File: src/rtl/twowire_host_core_if.sv
// Request/response handshake and serial data pins of the two-wire host core.
// The master side is the command issuer (and the far end of the data pin),
// the slave side is the host core itself.
interface twowire_host_core_if;
    logic        req_vld;
    logic        req_rdy;
    logic [3:0]  req_cmd;
    logic [31:0] req_wdata;
    logic        resp_vld;
    logic [31:0] resp_rdata;
    logic        resp_perr;
    logic        dio_o;
    logic        dio_oe;
    logic        dio_i;

    modport master (
        output req_vld, req_cmd, req_wdata, dio_i,
        input  req_rdy, resp_vld, resp_rdata, resp_perr, dio_o, dio_oe
    );

    modport slave (
        input  req_vld, req_cmd, req_wdata, dio_i,
        output req_rdy, resp_vld, resp_rdata, resp_perr, dio_o, dio_oe
    );
endinterface

File: src/rtl/twowire_host_core.sv
// Two-wire debug host core: serialises one command frame per accepted request
// (command, command parity, optional write payload + parity or turnaround,
// read payload + parity, turnaround) and reports completion with a one-cycle
// response pulse. Serial outputs are registered and decoded from next state.
module twowire_host_core #(
    parameter int ASIZE = 0,
    parameter int TURN  = 1
) (
    input  logic                dck,
    input  logic                drst_n,
    twowire_host_core_if.slave  bus
);
    localparam int         W_ADDR    = 8 * (1 + ASIZE);
    localparam logic [5:0] TURN_LOAD = 6'(TURN - 1);

    localparam logic [1:0] KIND_NONE = 2'd0;
    localparam logic [1:0] KIND_WR   = 2'd1;
    localparam logic [1:0] KIND_RD   = 2'd2;

    typedef enum logic [3:0] {
        ST_IDLE   = 4'd0,
        ST_CMD    = 4'd1,
        ST_CPAR   = 4'd2,
        ST_WDATA  = 4'd3,
        ST_WPAR   = 4'd4,
        ST_TURN_R = 4'd5,
        ST_RDATA  = 4'd6,
        ST_RPAR   = 4'd7,
        ST_TURN_W = 4'd8
    } state_t;

    // Payload length in bits for a command code; unknown codes carry no payload.
    function automatic logic [5:0] cmd_len(input logic [3:0] cmd);
        case (cmd)
            4'h1, 4'h2, 4'h7, 4'hB, 4'hD, 4'h6, 4'hC: cmd_len = 6'd32;
            4'h4:                                     cmd_len = 6'd4;
            4'h8, 4'h9, 4'hA:                         cmd_len = 6'(W_ADDR);
            default:                                  cmd_len = 6'd0;
        endcase
    endfunction

    // Frame shape for a command code; unknown codes become parity-only frames.
    function automatic logic [1:0] cmd_kind(input logic [3:0] cmd);
        case (cmd)
            4'h1, 4'h2, 4'h4, 4'h7, 4'h8, 4'hB, 4'hD: cmd_kind = KIND_RD;
            4'h6, 4'h9, 4'hA, 4'hC:                   cmd_kind = KIND_WR;
            default:                                  cmd_kind = KIND_NONE;
        endcase
    endfunction

    // Payload bit carried in the slot selected by the down-counter:
    // byte 0 first, MSB-first within each byte.
    function automatic logic [4:0] bit_index(input logic [5:0] len, input logic [5:0] cnt);
        logic [4:0] pos;
        pos       = 5'(len - 6'd1 - cnt);
        bit_index = {pos[4:3], ~pos[2:0]};
    endfunction

    // Even parity over the low len bits of a payload word.
    function automatic logic payload_parity(input logic [31:0] data, input logic [5:0] len);
        logic [31:0] mask;
        if (len >= 6'd32) begin
            mask = 32'hFFFF_FFFF;
        end else begin
            mask = (32'd1 << len) - 32'd1;
        end
        payload_parity = ^(data & mask);
    endfunction

    state_t      state_q, state_d;
    logic [5:0]  cnt_q, cnt_d;
    logic [3:0]  cmd_q, cmd_d;
    logic [31:0] wdata_q, wdata_d;
    logic [31:0] rx_q;
    logic        rxpar_q;
    logic        rpbit_q;
    logic        resp_vld_q;
    logic [31:0] resp_rdata_q;
    logic        resp_perr_q;
    logic        dio_o_q, dio_o_d;
    logic        dio_oe_q, dio_oe_d;
    logic        req_rdy_q, req_rdy_d;
    logic        accept_s;
    logic        frame_done_s;
    logic [5:0]  len_q_s;
    logic [5:0]  len_d_s;
    logic [1:0]  kind_q_s;

    assign accept_s = (state_q == ST_IDLE) && bus.req_vld;
    assign len_q_s  = cmd_len(cmd_q);
    assign kind_q_s = cmd_kind(cmd_q);
    assign len_d_s  = cmd_len(cmd_d);

    // FSM state and bit-sequencing counter register.
    always_ff @(posedge dck or negedge drst_n) begin
        if (!drst_n) begin
            state_q <= ST_IDLE;
            cnt_q   <= 6'd0;
        end else begin
            state_q <= state_d;
            cnt_q   <= cnt_d;
        end
    end

    // Next state, counter reload/decrement, request capture and frame-end detect.
    always_comb begin
        state_d      = state_q;
        cnt_d        = cnt_q;
        cmd_d        = cmd_q;
        wdata_d      = wdata_q;
        frame_done_s = 1'b0;
        case (state_q)
            ST_IDLE: begin
                if (accept_s) begin
                    state_d = ST_CMD;
                    cnt_d   = 6'd3;
                    cmd_d   = bus.req_cmd;
                    wdata_d = bus.req_wdata;
                end else begin
                    state_d = ST_IDLE;
                    cnt_d   = 6'd0;
                end
            end
            ST_CMD: begin
                if (cnt_q == 6'd0) begin
                    state_d = ST_CPAR;
                end else begin
                    cnt_d = cnt_q - 6'd1;
                end
            end
            ST_CPAR: begin
                case (kind_q_s)
                    KIND_WR: begin
                        state_d = ST_WDATA;
                        cnt_d   = len_q_s - 6'd1;
                    end
                    KIND_RD: begin
                        state_d = ST_TURN_R;
                        cnt_d   = TURN_LOAD;
                    end
                    default: begin
                        state_d      = ST_IDLE;
                        cnt_d        = 6'd0;
                        frame_done_s = 1'b1;
                    end
                endcase
            end
            ST_WDATA: begin
                if (cnt_q == 6'd0) begin
                    state_d = ST_WPAR;
                end else begin
                    cnt_d = cnt_q - 6'd1;
                end
            end
            ST_WPAR: begin
                state_d      = ST_IDLE;
                cnt_d        = 6'd0;
                frame_done_s = 1'b1;
            end
            ST_TURN_R: begin
                if (cnt_q == 6'd0) begin
                    state_d = ST_RDATA;
                    cnt_d   = len_q_s - 6'd1;
                end else begin
                    cnt_d = cnt_q - 6'd1;
                end
            end
            ST_RDATA: begin
                if (cnt_q == 6'd0) begin
                    state_d = ST_RPAR;
                end else begin
                    cnt_d = cnt_q - 6'd1;
                end
            end
            ST_RPAR: begin
                state_d = ST_TURN_W;
                cnt_d   = TURN_LOAD;
            end
            ST_TURN_W: begin
                if (cnt_q == 6'd0) begin
                    state_d      = ST_IDLE;
                    frame_done_s = 1'b1;
                end else begin
                    cnt_d = cnt_q - 6'd1;
                end
            end
            default: begin
                state_d = ST_IDLE;
                cnt_d   = 6'd0;
            end
        endcase
    end

    // Pin and ready values for the state about to be entered, so the flops present them in that state.
    always_comb begin
        dio_o_d   = 1'b1;
        dio_oe_d  = 1'b1;
        req_rdy_d = 1'b0;
        case (state_d)
            ST_IDLE: begin
                req_rdy_d = 1'b1;
            end
            ST_CMD: begin
                dio_o_d = cmd_d[cnt_d[1:0]];
            end
            ST_CPAR: begin
                dio_o_d = ~^cmd_d;
            end
            ST_WDATA: begin
                dio_o_d = wdata_d[bit_index(len_d_s, cnt_d)];
            end
            ST_WPAR: begin
                dio_o_d = payload_parity(wdata_d, len_d_s);
            end
            ST_TURN_R, ST_RDATA, ST_RPAR, ST_TURN_W: begin
                dio_oe_d = 1'b0;
            end
            default: begin
                dio_o_d  = 1'b1;
                dio_oe_d = 1'b1;
            end
        endcase
    end

    // Registered serial pins and request-ready.
    always_ff @(posedge dck or negedge drst_n) begin
        if (!drst_n) begin
            dio_o_q   <= 1'b1;
            dio_oe_q  <= 1'b1;
            req_rdy_q <= 1'b1;
        end else begin
            dio_o_q   <= dio_o_d;
            dio_oe_q  <= dio_oe_d;
            req_rdy_q <= req_rdy_d;
        end
    end

    // Latched request plus the read shift register, its running parity and the received parity bit.
    always_ff @(posedge dck or negedge drst_n) begin
        if (!drst_n) begin
            cmd_q   <= 4'd0;
            wdata_q <= 32'd0;
            rx_q    <= 32'd0;
            rxpar_q <= 1'b0;
            rpbit_q <= 1'b0;
        end else begin
            cmd_q   <= cmd_d;
            wdata_q <= wdata_d;
            if (accept_s) begin
                rx_q    <= 32'd0;
                rxpar_q <= 1'b0;
                rpbit_q <= 1'b0;
            end else if (state_q == ST_RDATA) begin
                rx_q[bit_index(len_q_s, cnt_q)] <= bus.dio_i;
                rxpar_q                         <= rxpar_q ^ bus.dio_i;
            end else if (state_q == ST_RPAR) begin
                rpbit_q <= bus.dio_i;
            end else begin
                rpbit_q <= rpbit_q;
            end
        end
    end

    // Completion pulse; read data and parity error are held until the next completion.
    always_ff @(posedge dck or negedge drst_n) begin
        if (!drst_n) begin
            resp_vld_q   <= 1'b0;
            resp_rdata_q <= 32'd0;
            resp_perr_q  <= 1'b0;
        end else if (frame_done_s) begin
            resp_vld_q <= 1'b1;
            if (kind_q_s == KIND_RD) begin
                // A 4-bit status read fills the top nibble of byte 0; return it right-justified.
                if (len_q_s == 6'd4) begin
                    resp_rdata_q <= {28'd0, rx_q[7:4]};
                end else begin
                    resp_rdata_q <= rx_q;
                end
                resp_perr_q <= rpbit_q ^ rxpar_q;
            end else begin
                resp_rdata_q <= 32'd0;
                resp_perr_q  <= 1'b0;
            end
        end else begin
            resp_vld_q <= 1'b0;
        end
    end

    assign bus.req_rdy    = req_rdy_q;
    assign bus.resp_vld   = resp_vld_q;
    assign bus.resp_rdata = resp_rdata_q;
    assign bus.resp_perr  = resp_perr_q;
    assign bus.dio_o      = dio_o_q;
    assign bus.dio_oe     = dio_oe_q;
endmodule
File: src/flat_wrapper.sv
// flat-port wrapper written by rule: the top's interface ports become plain ports
module twowire_host_core_flat 
#(
    parameter int ASIZE = 0,
    parameter int TURN  = 1
)
  (dck, drst_n, bus_req_vld, bus_req_cmd, bus_req_wdata, bus_dio_i, bus_req_rdy, bus_resp_vld, bus_resp_rdata, bus_resp_perr, bus_dio_o, bus_dio_oe);
  twowire_host_core_if bus_i ();
  input  logic dck;
  input  logic drst_n;
  input wire logic [$bits(bus_i.req_vld)-1:0] bus_req_vld;
  input wire logic [$bits(bus_i.req_cmd)-1:0] bus_req_cmd;
  input wire logic [$bits(bus_i.req_wdata)-1:0] bus_req_wdata;
  input wire logic [$bits(bus_i.dio_i)-1:0] bus_dio_i;
  output wire logic [$bits(bus_i.req_rdy)-1:0] bus_req_rdy;
  output wire logic [$bits(bus_i.resp_vld)-1:0] bus_resp_vld;
  output wire logic [$bits(bus_i.resp_rdata)-1:0] bus_resp_rdata;
  output wire logic [$bits(bus_i.resp_perr)-1:0] bus_resp_perr;
  output wire logic [$bits(bus_i.dio_o)-1:0] bus_dio_o;
  output wire logic [$bits(bus_i.dio_oe)-1:0] bus_dio_oe;
  assign bus_i.req_vld = bus_req_vld;
  assign bus_i.req_cmd = bus_req_cmd;
  assign bus_i.req_wdata = bus_req_wdata;
  assign bus_i.dio_i = bus_dio_i;
  assign bus_req_rdy = bus_i.req_rdy;
  assign bus_resp_vld = bus_i.resp_vld;
  assign bus_resp_rdata = bus_i.resp_rdata;
  assign bus_resp_perr = bus_i.resp_perr;
  assign bus_dio_o = bus_i.dio_o;
  assign bus_dio_oe = bus_i.dio_oe;
  twowire_host_core #(.ASIZE(ASIZE), .TURN(TURN)) u_core (.dck(dck), .drst_n(drst_n), .bus(bus_i));
endmodule
File: config.mk
export PLATFORM = sky130hd
export DESIGN_NAME = twowire_host_core_flat
export DESIGN_NICKNAME = d
export VERILOG_FILES = /design/src/rtl/twowire_host_core_if.sv /design/src/rtl/twowire_host_core.sv /design/src/flat_wrapper.sv
export SDC_FILE = /design/constraint.sdc
export NUM_CORES = 1
export LEC_CHECK = 0
export CAP_MARGIN = 30
export CORE_MARGIN = 10
export CORE_UTILIZATION = 30
export CTS_CLUSTER_DIAMETER = 40
export DETAILED_ROUTE_END_ITERATION = 16
export GPL_TIMING_DRIVEN = 0
export HOLD_SLACK_MARGIN = 0.12
export PLACE_DENSITY = 0.51
export SKIP_LAST_GASP = 1
export SLEW_MARGIN = 20
export SYNTH_ARGS = -nofsm -noshare
export SYNTH_HDL_FRONTEND = slang
export SYNTH_SLANG_ARGS = --single-unit
File: constraint.sdc
create_clock -name dck -period 10.55 [get_ports dck]
set_input_delay 1.055 -clock dck [delete_from_list [all_inputs] [get_ports dck]]
set_output_delay 1.055 -clock dck [all_outputs]
set_load 0.005 [all_outputs]
pdn.png
Bar = 50 um. Pins as bars on the die edge.
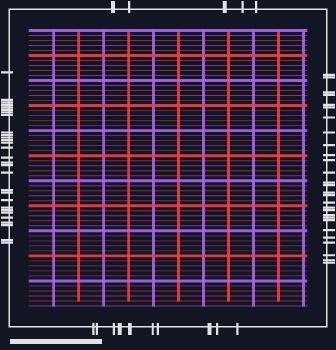
net	colour
VDD	red
VSS	purple
rows	55
met5 straps	11
met1 rails	56
signal pins	77

==> impl_metrics.ini <==
; flow metrics
[critical_path]
crit_type = in -> reg
endpoint = u_core.bus.dio_o
cp-end-kind = flip-flop
rrSetupSlack_ns = 5.75
startpoint_type = input pin
worstReg2RegStart = u_core.state_q[3]
timing.rr.end = u_core.bus.dio_o
path_buffers = 3
slowest_delay_ns = 0.49

[die]
die_x_um = 172
fp_util_pct = 30.4
dieArea_um2 = 29400

[clocking]
path_clk_slew_ns = 0.06
cts-resized-gates = 0
cts_buffer_depth = 2
postCtsHoldBufs = 0
h-tree-depth = 4
postCtsSetupBuffers = 0
cts_tree = done

[synthesis]
syn_nets = 775
netlist.area_leader.share_pct = 41.4
synthArstFlopShare_pct = 100
ys_area_um2 = 6890
compound_area_share_pct = 16.7
avgSynthCellArea_um2 = 9.65
ys_seq_share_pct = 42.5
yosysUniqueCellTypes = 69
edf_count = 0
top_area_cell = dfrtp_1
adder_share_pct = 3.92
syn_area_um2 = 6890

[grt]
first_global_vias = 5523
met3_usage_pct = 3.30
grtUsageMet2_pct = 20.9

[status]
outcome = complete, no violations

[final_layout]
final_layout_top_logic_cell = dfrtp_1
finish.utilization_pct = 37.9
seq_area_um2 = 2930
syn_to_final_growth_pct = 24.5
fin_nets = 870

[routing]
drcViolationCount = 0
wl_met2_mm = 8.68
drt-initial-drc-count = 325
vias_per_cell = 4.88
top_layer = met4

[sta]
min_period_ns = 5.17
tns_ns = 0
clock.fmax_mhz = 194
post-route-period-util_pct = 49.0
fin_skew_ns = 0.0117
hold_violations = 0
holdWs_ns = 0.480

[pwr]
p_switching_mw = 1.25
clk-power_mw = 0.548
seqPwrFrac_pct = 23.0
peakVddDrop_mv = 0.221
p_leak_nw = 3.71
pg_seq_mw = 0.677
p_int_mw = 1.69
switching_share_pct = 42.6

[placement]
io_buffers = 75
gp_congestion = 0.788

[worst_hold_path]
worstHoldStart = u_core.bus.resp_rdata[3]
whs_path_depth = 2
cell_classes.png
Fill, decap, tap and diode cells in grey.
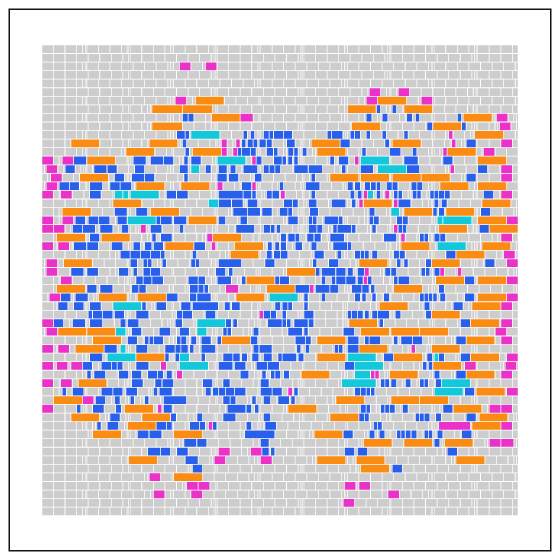
class	colour	cells	share of their area
flip-flops	orange	117	36%
other buffers and delay cells	magenta	114	12%
all other logic	blue	559	46%
clock drivers and dummy loads	cyan	31	6.7%

## through the flow
| stage | instance area [um2] | power (mW) | std cells | setup WS (ns) |
|---|---|---|---|---|
| after floorplan | 6890 | 1.95 | 714 | 6.33 |
| after global placement | 8000 | 2.41 | 1074 | 3.51 |
| after detailed placement | 8030 | 2.42 | 1075 | 4.90 |
| after CTS | 8580 | 2.98 | 1106 | 5.34 |
| after global routing | 8580 | 3.19 | 1106 | 5.07 |
| final | 8580 | 2.94 | 1106 | 5.38 |
## final cells by class
type                    count  share of cell area (%)
multi-input cells         520                    42.5
flip-flops and latches    117                    34.2
repair buffers             76                    9.09
clock buffers              19                    5.16
well taps                 285                    4.16
plain buffers              38                    1.94
inverters                  39                    1.71
clock inverters            12                    1.25
Power figures rest on the tool's default switching activity, not on a simulated workload.
